==> src/rtl/id_ex_fwd_stage.sv <==
// id_ex_fwd_stage: ID/EX pipeline register with EX operand forwarding and load-use stall detection
module id_ex_fwd_stage #(
  parameter int instruction_width = 32,
  parameter int reg_addr_width    = 5
) (
  input  logic                         clk,
  input  logic                         rst_n,
  input  logic                         flush,
  input  logic                         id_valid,
  input  logic [instruction_width-1:0] id_rs_data,
  input  logic [instruction_width-1:0] id_rt_data,
  input  logic [instruction_width-1:0] id_imm,
  input  logic [reg_addr_width-1:0]    id_rs,
  input  logic [reg_addr_width-1:0]    id_rt,
  input  logic [reg_addr_width-1:0]    id_rd,
  input  logic [3:0]                   id_alu_ctr,
  input  logic                         id_alu_src,
  input  logic                         id_reg_write,
  input  logic                         id_mem_read,
  input  logic                         id_mem_write,
  input  logic                         id_mem_to_reg,
  input  logic                         exmem_reg_write,
  input  logic [reg_addr_width-1:0]    exmem_rd,
  input  logic [instruction_width-1:0] exmem_y,
  input  logic                         memwb_reg_write,
  input  logic [reg_addr_width-1:0]    memwb_rd,
  input  logic [instruction_width-1:0] memwb_wdata,
  output logic                         stall_id,
  output logic [instruction_width-1:0] alu_a,
  output logic [instruction_width-1:0] alu_b,
  output logic [3:0]                   alu_ctr,
  output logic                         ex_valid,
  output logic [reg_addr_width-1:0]    ex_rd,
  output logic                         ex_reg_write,
  output logic                         ex_mem_read,
  output logic                         ex_mem_write,
  output logic                         ex_mem_to_reg,
  output logic [instruction_width-1:0] ex_store_data
);
  logic                         valid_q, alu_src_q, reg_write_q, mem_read_q, mem_write_q, mem_to_reg_q;
  logic [reg_addr_width-1:0]    rs_q, rt_q, rd_q;
  logic [instruction_width-1:0] rs_data_q, rt_data_q, imm_q, fwd_rs, fwd_rt;
  logic [3:0]                   alu_ctr_q;
  logic                         kill;

  assign stall_id = valid_q & mem_read_q & (rd_q != '0) & id_valid & ((rd_q == id_rs) | (rd_q == id_rt));
  // flush, load-use bubble and an empty decode slot all enter as a no-op with zeroed control
  assign kill = flush | stall_id | ~id_valid;

  always_ff @(posedge clk or negedge rst_n) begin
    if (!rst_n) begin
      valid_q      <= 1'b0;
      alu_src_q    <= 1'b0;
      reg_write_q  <= 1'b0;
      mem_read_q   <= 1'b0;
      mem_write_q  <= 1'b0;
      mem_to_reg_q <= 1'b0;
      alu_ctr_q    <= '0;
      rs_q         <= '0;
      rt_q         <= '0;
      rd_q         <= '0;
      rs_data_q    <= '0;
      rt_data_q    <= '0;
      imm_q        <= '0;
    end else begin
      valid_q      <= ~kill;
      alu_src_q    <= ~kill & id_alu_src;
      reg_write_q  <= ~kill & id_reg_write;
      mem_read_q   <= ~kill & id_mem_read;
      mem_write_q  <= ~kill & id_mem_write;
      mem_to_reg_q <= ~kill & id_mem_to_reg;
      alu_ctr_q    <= kill ? 4'b0000 : id_alu_ctr;
      rs_q         <= id_rs;
      rt_q         <= id_rt;
      rd_q         <= id_rd;
      rs_data_q    <= id_rs_data;
      rt_data_q    <= id_rt_data;
      imm_q        <= id_imm;
    end
  end

  always_comb begin
    fwd_rs = (rs_q != '0 && exmem_reg_write && exmem_rd == rs_q) ? exmem_y :
             (rs_q != '0 && memwb_reg_write && memwb_rd == rs_q) ? memwb_wdata : rs_data_q;
    fwd_rt = (rt_q != '0 && exmem_reg_write && exmem_rd == rt_q) ? exmem_y :
             (rt_q != '0 && memwb_reg_write && memwb_rd == rt_q) ? memwb_wdata : rt_data_q;
  end

  assign alu_a         = fwd_rs;
  assign alu_b         = alu_src_q ? imm_q : fwd_rt;
  assign ex_store_data = fwd_rt;
  assign alu_ctr       = alu_ctr_q;
  assign ex_valid      = valid_q;
  assign ex_rd         = rd_q;
  assign ex_reg_write  = valid_q & reg_write_q;
  assign ex_mem_read   = valid_q & mem_read_q;
  assign ex_mem_write  = valid_q & mem_write_q;
  assign ex_mem_to_reg = valid_q & mem_to_reg_q;
endmodule

==> config.mk <==
export PLATFORM = sky130hd
export DESIGN_NAME = id_ex_fwd_stage
export DESIGN_NICKNAME = d
export VERILOG_FILES = /design/src/rtl/id_ex_fwd_stage.sv
export SDC_FILE = /design/constraint.sdc
export NUM_CORES = 1
export LEC_CHECK = 0
export CELL_PAD_IN_SITES_DETAIL_PLACEMENT = 1
export CELL_PAD_IN_SITES_GLOBAL_PLACEMENT = 1
export CORE_ASPECT_RATIO = 2
export CORE_MARGIN = 10
export CORE_UTILIZATION = 31
export CTS_CLUSTER_DIAMETER = 30
export DETAILED_ROUTE_END_ITERATION = 8
export GPL_ROUTABILITY_DRIVEN = 0
export PLACE_DENSITY = 0.92
export SLEW_MARGIN = 30
export SYNTH_ARGS = -nofsm -noshare
export SYNTH_HDL_FRONTEND = slang
export SYNTH_SLANG_ARGS = --single-unit
==> constraint.sdc <==
create_clock -name clk -period 3.8 [get_ports clk]
set_input_delay 0.76 -clock clk [delete_from_list [all_inputs] [get_ports clk]]
set_output_delay 0.76 -clock clk [all_outputs]
set_load 0.02 [all_outputs]
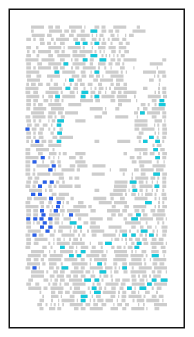
run_1/gate_families.png
Drawn at 1.5 px/um.
- XOR/XNOR gates: blue (cells 28)
- multiplexers: cyan (cells 64)
Final Non-Filler Cells: 1091
Top cell excl fill/tap: clkdlybuf4s50_1
logic share of the area: 24.9%

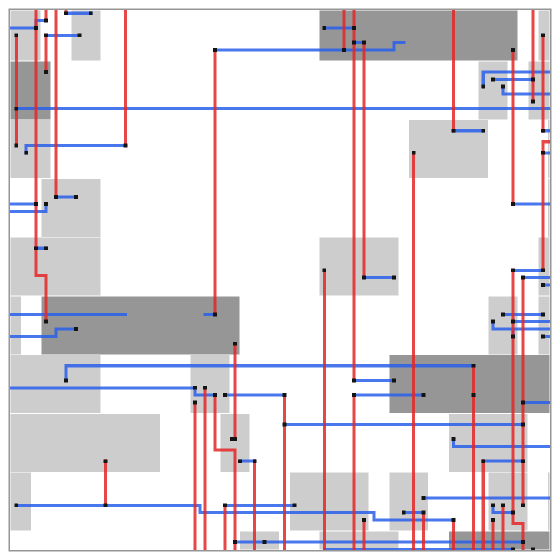
run_1/zoom.png
Region (74, 146) to (99, 171) um. Cells in grey, sequential cells in the stronger grey; small squares are vias.
- met2: red
- met1: blue
- sequential cells in the window: 3
- cells with their middle in the window: 19
- most frequent: clkdlybuf4s50_1 (4), nor3_1 (3), dfrtp_1 (3)
- netlist names of flops here include: `imm_q` (2), `rt_data_q` (1)

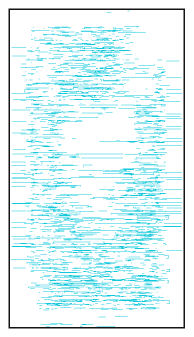
run_1/met1.png
Drawn at 1.5 px/um.
- share of all routed wire: 33%
- wire length on this layer: 9130 um
- nets with wire on the layer: 949
- main direction: horizontal
- longest straight run: 46.9 um

==> flow_summary.toml, run 1 <==
# generated from flow reports
[floorplan]
initial_core_util_pct = 31.3
well_tap_count = 216

[finish]
num-nonclk-buffers = 356
synthToLayoutAreaGrowth_pct = 75.0
layout.area.comb_sq_um = 2470
clock_buffers = 17
fill_cells = 1963
clkCellAreaFrac_pct = 6.19
design_area_sq_um = 9930

[timing]
fin_ws_ps = -5.21
finalHoldViolCount = 0
relSlewSlack_pct = 52.4
setup_viol = 1
skew_ps = 6.19
final.setup.tns_ps = -5.21

[logic_synthesis]
ys.flops = 121
synth_warnings = 0
yosys-stat-area_sq_um = 5680
logic_family = "AND-OR/OR-AND gates"
simple_gate_area_share_pct = 11.0
ff_type = "dfrtp_1"
async_flop_share_pct = 100
synth_area_sq_um = 5680
mux_area_share_pct = 11.3

[hold_path]
hp-class = "primary input to async pin"

[clock_network]
post_cts_buffers = 0
htreeDepth = 4
cts_root_buf = "clkbuf_16"
cts_tree = "done"

[grt]
grt_use_met2_pct = 40.8
grt_pass1_vias = 6434

[outcome]
status = "finished with violations"
failed_checks = "setup timing"

[detailed_routing]
postRouteAntennaNets = 0
wl_per_cell_um = 25.7
wl_met1_um = 9130

[setup_path]
reg2reg_slack_ps = 1680
startpoint = "exmem_rd[3]"
r2r_cells = 4
worstSetupStartpointType = "primary input"

[pwr]
p_leak_nw = 4.26
power_frac_clock_pct = 44.3
run_1/final_congestion.png
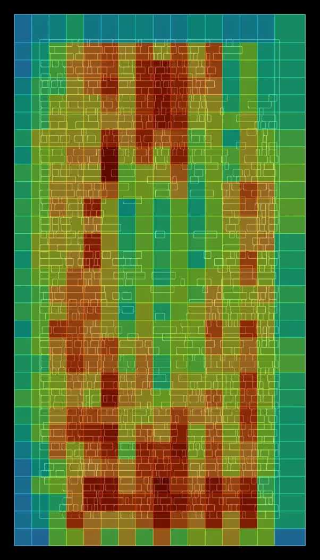

--- run 2 (diff from run 1) ---
- HOLD_SLACK_MARGIN: not set -> 0.15
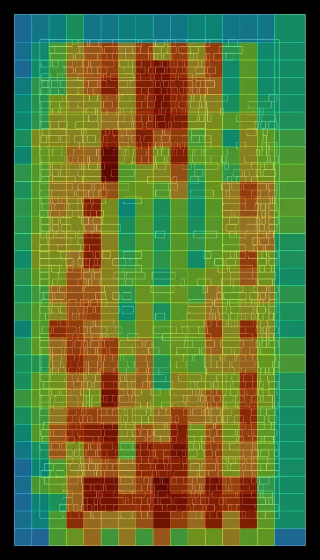
run_2/final_congestion.png
Util after Layout: 54.8%
GR Util met1: 20.2%
GRT met3 Usage: 7.88%
grt peak-use layer: met2
total global-route track usage: 22.3%

==> flow_summary.toml, run 2 <==
# generated from flow reports
[outcome]
status = "finished with violations"
failed_checks = "setup timing"

[logic_synthesis]
logic_family = "AND-OR/OR-AND gates"
mux_area_share_pct = 11.3
synth_warnings = 0
ys.flops = 121
synth_area_sq_um = 5680
ff_type = "dfrtp_1"
async_flop_share_pct = 100
yosys-stat-area_sq_um = 5680
topCellsByArea = "dfrtp_1, mux2i_1, a221oi_2"

[finish]
synthToLayoutAreaGrowth_pct = 75.2
final_common_cell = "clkdlybuf4s50_1"
design_area_sq_um = 9940
num-nonclk-buffers = 357
layout.area.comb_sq_um = 2470
comb_share_pct = 24.9
clkCellAreaFrac_pct = 6.18

[pwr]
power_frac_clock_pct = 44.3
p_leak_nw = 4.27

[timing]
setup_viol = 1
finalHoldViolCount = 0
final.setup.tns_ps = -9.70
fin_ws_ps = -9.70
skew_ps = 6.53

[setup_path]
startpoint = "exmem_rd[3]"
r2r_cells = 4

[floorplan]
well_tap_count = 216
initial_core_util_pct = 31.3

[clock_network]
htreeDepth = 4
cts_root_buf = "clkbuf_16"
post_cts_buffers = 0
cts_tree = "done"

[hold_path]
hp-class = "primary input to async pin"

[detailed_routing]
wl_per_cell_um = 25.7
postRouteAntennaNets = 0
wl_met1_um = 9160
run_2/gate_families.png
Drawn at 1.5 px/um.
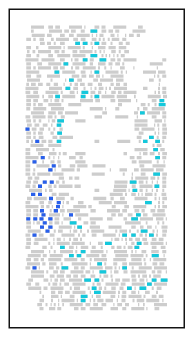

--- run 3 (diff from run 2) ---
- SKIP_LAST_GASP: not set -> 1
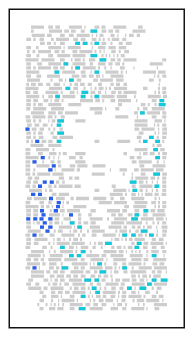
run_3/gate_families.png
Drawn at 1.5 px/um.
- multiplexers: cyan (cells 64)
- XOR/XNOR gates: blue (cells 28)
logic share of the area: 24.6%
Final Non-Filler Cells: 1097

==> flow_summary.toml, run 3 <==
# generated from flow reports
[pwr]
p_leak_nw = 4.34
power_frac_clock_pct = 44.4

[timing]
setup_viol = 9
finalHoldViolCount = 0
skew_ps = 6.39
relSlewSlack_pct = 52.3
final.setup.tns_ps = -198
fin_ws_ps = -57.6

[logic_synthesis]
synth_warnings = 0
synth_area_sq_um = 5680
yosys-stat-area_sq_um = 5680
ys.flops = 121
ff_type = "dfrtp_1"
simple_gate_area_share_pct = 11.0
async_flop_share_pct = 100
mux_area_share_pct = 11.3
topCellsByArea = "dfrtp_1, mux2i_1, a221oi_2"

[outcome]
status = "finished with violations"
failed_checks = "setup timing"

[setup_path]
worstSetupStartpointType = "flip-flop"
startpoint = "rt_q[0]$_DFF_PN0_"
reg2reg_slack_ps = 1690
r2r_cells = 4

[finish]
layout.area.comb_sq_um = 2460
utilization_pct = 55.1
final_common_cell = "clkdlybuf4s50_1"
design_area_sq_um = 9990
clock_buffers = 17
clkCellAreaFrac_pct = 6.15
synthToLayoutAreaGrowth_pct = 76.0

[grt]
groute.usage.overall_pct = 22.2
grt_use_met2_pct = 40.6
met1_usage_pct = 20.2
busiest_layer = "met2"
grt_pass1_vias = 6436

[detailed_routing]
wl_per_cell_um = 25.5
postRouteAntennaNets = 0

[clock_network]
cts_root_buf = "clkbuf_16"
post_cts_buffers = 0

[floorplan]
well_tap_count = 216

[hold_path]
hp-class = "primary input to async pin"
